### Cell area per tile

The bar under the picture is 20 microns long. 12 x 12 tiles, from dark purple (low) to yellow (high), 0 to 100% covered.
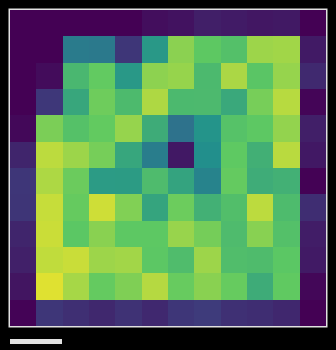
### Signal metal coverage by tile

24 x 24 tiles, from dark purple (low) to yellow (high), scaled to the fullest tile. Values are wire area over tile area, all layers added.
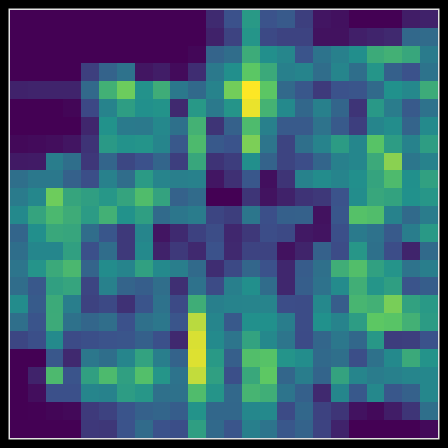
### Routed metal, one color a layer

Only two layers are drawn.
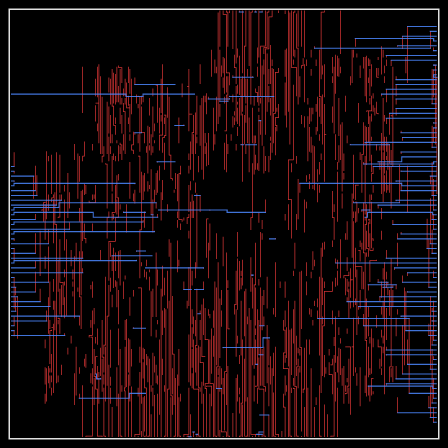
[src/rtl/mem_arb_pkg.sv]
// Shared types and defaults for the two-port memory arbiter.
package mem_arb_pkg;

    localparam int ADDR_WIDTH_DEF = 4;
    localparam int DATA_WIDTH_DEF = 32;
    localparam int TIMEOUT_DEF    = 15;

    // Wide enough for the full 1..255 timeout range.
    localparam int CNT_WIDTH = 8;

    typedef enum logic [1:0] {
        IDLE  = 2'd0,
        ISSUE = 2'd1,
        WAIT  = 2'd2,
        RESP  = 2'd3
    } arb_state_t;

    // Command latched at accept time; id is the granted requester.
    typedef struct packed {
        logic                      wr;
        logic [ADDR_WIDTH_DEF-1:0] addr;
        logic [DATA_WIDTH_DEF-1:0] wdata;
        logic                      id;
    } mem_cmd_t;

endpackage

[src/rtl/mem_arbiter_rr_arb2.sv]
// Two-way combinational round-robin picker.
// A lone valid always wins; with both valid, the requester that was not
// served last wins.
module rr_arb2 (
    input  logic [1:0] valid,
    input  logic       last_grant,
    output logic [1:0] grant,
    output logic       id
);

    // Pick the winner from the valids and the previous grant.
    always_comb begin
        // NOTE: every output gets a default before the case so no path leaves it unassigned (no latch).
        grant = 2'b00;
        id    = 1'b0;
        unique case (valid)
            2'b01: begin
                grant = 2'b01;
                id    = 1'b0;
            end
            2'b10: begin
                grant = 2'b10;
                id    = 1'b1;
            end
            2'b11: begin
                id    = ~last_grant;
                grant = last_grant ? 2'b01 : 2'b10;
            end
            default: ;
        endcase
    end

endmodule

[src/rtl/mem_arbiter.sv]
// Round-robin arbiter and sequencer for two requesters in front of a
// single-port RAM. One command is in flight at a time:
//   IDLE -> ISSUE (one-cycle strobe) -> WAIT (response or timeout) -> RESP.
// All memory-side and response outputs come straight from flops; only the
// ready handshakes are combinational.
module mem_arbiter
    import mem_arb_pkg::*;
#(
    parameter int ADDR_WIDTH = ADDR_WIDTH_DEF,
    parameter int DATA_WIDTH = DATA_WIDTH_DEF,
    parameter int TIMEOUT    = TIMEOUT_DEF
) (
    input  logic                  clk,
    input  logic                  reset,

    input  logic                  req0_valid,
    input  logic                  req0_wr,
    input  logic [ADDR_WIDTH-1:0] req0_addr,
    input  logic [DATA_WIDTH-1:0] req0_wdata,
    output logic                  req0_ready,
    output logic                  rsp0_valid,
    output logic [DATA_WIDTH-1:0] rsp0_rdata,
    output logic                  rsp0_err,

    input  logic                  req1_valid,
    input  logic                  req1_wr,
    input  logic [ADDR_WIDTH-1:0] req1_addr,
    input  logic [DATA_WIDTH-1:0] req1_wdata,
    output logic                  req1_ready,
    output logic                  rsp1_valid,
    output logic [DATA_WIDTH-1:0] rsp1_rdata,
    output logic                  rsp1_err,

    output logic                  mem_wr,
    output logic                  mem_rd,
    output logic [ADDR_WIDTH-1:0] mem_addr,
    output logic [DATA_WIDTH-1:0] mem_wdata,
    input  logic [DATA_WIDTH-1:0] mem_rdata,
    input  logic                  mem_response
);

    // The latched command uses the package widths; overriding ADDR_WIDTH or
    // DATA_WIDTH away from them requires the package defaults to follow.
    localparam logic [CNT_WIDTH-1:0] TIMEOUT_CNT = CNT_WIDTH'(TIMEOUT);

    arb_state_t state_q, state_d;
    mem_cmd_t   cmd_q, cmd_d;
    logic [CNT_WIDTH-1:0] cnt_q, cnt_d;
    logic [CNT_WIDTH-1:0] cnt_inc;
    logic       last_grant_q, last_grant_d;
    logic       mem_wr_q, mem_wr_d;
    logic       mem_rd_q, mem_rd_d;
    logic [1:0] rsp_valid_q, rsp_valid_d;
    logic [1:0] rsp_err_q, rsp_err_d;
    logic [1:0][DATA_WIDTH-1:0] rsp_rdata_q, rsp_rdata_d;

    logic [1:0] req_valid;
    logic [1:0] grant;
    logic       win_id;
    logic       accept_en;

    assign req_valid = {req1_valid, req0_valid};

    rr_arb2 u_rr_arb2 (
        .valid      (req_valid),
        .last_grant (last_grant_q),
        .grant      (grant),
        .id         (win_id)
    );

    // Ready is only offered in IDLE and never while reset is held, so no
    // requester believes a command was taken by a design that is in reset.
    assign accept_en  = reset && (state_q == IDLE);
    assign req0_ready = accept_en && grant[0];
    assign req1_ready = accept_en && grant[1];

    // Next-state, command latch, counter and registered-output logic.
    always_comb begin
        state_d      = state_q;
        cmd_d        = cmd_q;
        cnt_d        = cnt_q;
        last_grant_d = last_grant_q;
        mem_wr_d     = 1'b0;
        mem_rd_d     = 1'b0;
        rsp_valid_d  = '0;
        rsp_err_d    = '0;
        rsp_rdata_d  = '0;
        cnt_inc      = cnt_q + CNT_WIDTH'(1);

        unique case (state_q)
            IDLE: begin
                if (|grant) begin
                    cmd_d.id    = win_id;
                    cmd_d.wr    = win_id ? req1_wr    : req0_wr;
                    cmd_d.addr  = win_id ? req1_addr  : req0_addr;
                    cmd_d.wdata = win_id ? req1_wdata : req0_wdata;
                    // Strobe flops load now so the strobe is visible during ISSUE.
                    mem_wr_d    = cmd_d.wr;
                    mem_rd_d    = ~cmd_d.wr;
                    state_d     = ISSUE;
                end
            end

            ISSUE: begin
                cnt_d   = '0;
                state_d = WAIT;
            end

            WAIT: begin
                // A response on the final WAIT cycle still beats the timeout.
                if (mem_response) begin
                    rsp_valid_d[cmd_q.id] = 1'b1;
                    rsp_rdata_d[cmd_q.id] = cmd_q.wr ? '0 : mem_rdata;
                    state_d               = RESP;
                end else if (cnt_inc == TIMEOUT_CNT) begin
                    rsp_valid_d[cmd_q.id] = 1'b1;
                    rsp_err_d[cmd_q.id]   = 1'b1;
                    state_d               = RESP;
                end else begin
                    cnt_d = cnt_inc;
                end
            end

            RESP: begin
                last_grant_d = cmd_q.id;
                state_d      = IDLE;
            end

            default: state_d = IDLE;
        endcase
    end

    // State and output registers; asynchronous reset discards any in-flight command.
    always_ff @(posedge clk or negedge reset) begin
        if (!reset) begin
            state_q      <= IDLE;
            cmd_q        <= '0;
            cnt_q        <= '0;
            last_grant_q <= 1'b1;
            mem_wr_q     <= 1'b0;
            mem_rd_q     <= 1'b0;
            rsp_valid_q  <= '0;
            rsp_err_q    <= '0;
            rsp_rdata_q  <= '0;
        end else begin
            // NOTE: non-blocking assignments so every flop samples the pre-edge values.
            state_q      <= state_d;
            cmd_q        <= cmd_d;
            cnt_q        <= cnt_d;
            last_grant_q <= last_grant_d;
            mem_wr_q     <= mem_wr_d;
            mem_rd_q     <= mem_rd_d;
            rsp_valid_q  <= rsp_valid_d;
            rsp_err_q    <= rsp_err_d;
            rsp_rdata_q  <= rsp_rdata_d;
        end
    end

    // Address and write data come from the latched command, so they stay
    // stable through WAIT and until the next accept.
    assign mem_wr     = mem_wr_q;
    assign mem_rd     = mem_rd_q;
    assign mem_addr   = cmd_q.addr;
    assign mem_wdata  = cmd_q.wdata;

    assign rsp0_valid = rsp_valid_q[0];
    assign rsp0_err   = rsp_err_q[0];
    assign rsp0_rdata = rsp_rdata_q[0];
    assign rsp1_valid = rsp_valid_q[1];
    assign rsp1_err   = rsp_err_q[1];
    assign rsp1_rdata = rsp_rdata_q[1];

endmodule

[config.mk]
export PLATFORM = sky130hd
export DESIGN_NAME = mem_arbiter
export DESIGN_NICKNAME = d
export VERILOG_FILES = /design/src/rtl/mem_arb_pkg.sv /design/src/rtl/mem_arbiter_rr_arb2.sv /design/src/rtl/mem_arbiter.sv
export SDC_FILE = /design/constraint.sdc
export NUM_CORES = 1
export LEC_CHECK = 0
export ABC_AREA = 1
export CORE_MARGIN = 8
export CORE_UTILIZATION = 46
export CTS_BUF_LIST = sky130_fd_sc_hd__clkbuf_8 sky130_fd_sc_hd__clkbuf_16
export CTS_CLUSTER_SIZE = 14
export DETAILED_ROUTE_END_ITERATION = 8
export PLACE_DENSITY_LB_ADDON = 0.25
export SLEW_MARGIN = 20
export SYNTH_ARGS = -nofsm -noshare
export SYNTH_HDL_FRONTEND = slang
export SYNTH_SLANG_ARGS = --single-unit
[constraint.sdc]
create_clock -name clk -period 4.3 [get_ports clk]
set_input_delay 0.86 -clock clk [delete_from_list [all_inputs] [get_ports clk]]
set_output_delay 0.86 -clock clk [all_outputs]
set_load 0.1 [all_outputs]
==> impl_metrics.csv <==
group,metric,value,unit
run_status,status,"completed",
run,drv_cap,0,
power_and_ir_drop,p_total,5.663,mW
clock_network,cts_tree,"built",
floorplanning,die-area,14540,sq um
cells_and_area,largest_cell_class,"flip-flops and latches",
timing,rsz0062_at_grt,"false",
floorplanning,placeableCoreArea,10750,sq um
drt,drc,0,
timing,setup_viol,0,
yosys,syn_avg_cell_area,9.234,sq um
cells_and_area,num-nonclk-buffers,223,
hold_path,hp-class,"primary input to async pin",
timing,worst_pin_slew,1.048,ns
yosys,synthTopCellsByArea,"dfrtp_1 59%, o21ai_1 6.4%, nand2_1 6.2%",
cells_and_area,nFlopsAndLatches,119,
setup_path,end_kind,"output pin",
setup_path,crit_type,"primary input to output pin",
global_routing,grt_max_degree,65,
floorplanning,die_w,120.6,microns
cells_and_area,syn_to_final_growth,50.85,%
clock_network,clk_path_buf_depth,2,
setup_path,crit_buf_inv,3,
cells_and_area,clkCellAreaFrac,6.972,%
setup_path,arrival,2.14,ns
cells_and_area,layout_top_cell,"clkdlybuf4s50_1",
yosys,top_area_share,58.68,%
timing,hold_viol_final,0,
setup_path,critPathMaxFanout,2,
yosys,synth-seq-area-share,59.20,%
clock_network,post-cts-setup-buffer-count,0,
clock_network,path_clk_slew,0.06,ns
cells_and_area,logic_area,1480,sq um
setup_path,r2r_end,"cmd_q[37]",
timing,max_freq,333.5,MHz
cells_and_area,nets,839,
timing,fin_setup_tns,0,ns
global_routing,grt_pass1_wl,24650,microns
floorplanning,io_pins,219,
clock_network,postCtsHoldBufs,0,
yosys,yosysChipArea,5032,sq um
timing,fin_ws,1.302,ns
cells_and_area,stdcell_area,7591,sq um
run,warnings,30,
timing,max_slew_margin,29.94,%
cells_and_area,seq_area_share,39.25,%
cells_and_area,drive_above_1_share,8.299,%
setup_path,crit_start,"req0_valid",
yosys,synth_warnings,0,
cells_and_area,seqCellArea,2979,sq um
yosys,top_cell,"dfrtp_1",
placed_design,numPortBuffers,218,
setup_path,crit_end,"req0_ready",
cells_and_area,clkbuf_count,17,
global_routing,antenna_found_initial,0,
clock_network,root_buffer,"clkbuf_8",
yosys,top_logic_kind,"simple AND/OR/NAND/NOR gates",
setup_path,reg2regPathDepth,8,
placed_design,gp_congestion,0.8343,
yosys,aoi_share,8.279,%
-- 'Cell area per tile' (at the start) --
fullest tile = 95%
tiles over 75% full = 33%
emptiest ninth of the die = upper left
mean over tiles = 51%
FP Core Util: 46.83%
post-layout util: 70.65%

-- 'Signal metal coverage by tile' (at the start) --
mean over tiles = 0.18
fullest tile = 0.55
tiles over half the peak = 22%
nearly empty tiles = 11%
emptiest ninth of the die = upper left
Routed WL per cell: 18.12 microns
routed wire length: 15860 microns

-- 'Routed metal, one color a layer' (at the start) --
red -> M2  # wire length 7800 microns
blue -> M3  # wire length 1560 microns
via count: 4372
gr usage total: 21.94%

-- power by group --
group          internal (mW)  leakage [nW]  switching, mW
Sequential              1.37          1.58          0.141
Clock                  0.755         0.262          0.505
Combinational          0.648          1.61           2.24
Total                   2.77          3.45           2.89
-- metal layers --
layer | wire length (microns) | share of wire (%) | global-route usage, % | vias up
li1 | - | - | - | 2072
met1 | 5993 | 38 | 24.03 | 2078
met2 | 7799 | 49 | 36.47 | 186
met3 | 1557 | 9.8 | 8.718 | 36
met4 | 504 | 3.2 | 10.85 | 0
met5 | 0 | 0 | 0 | -
No activity file was given, so power comes from the tool's default toggle rates.
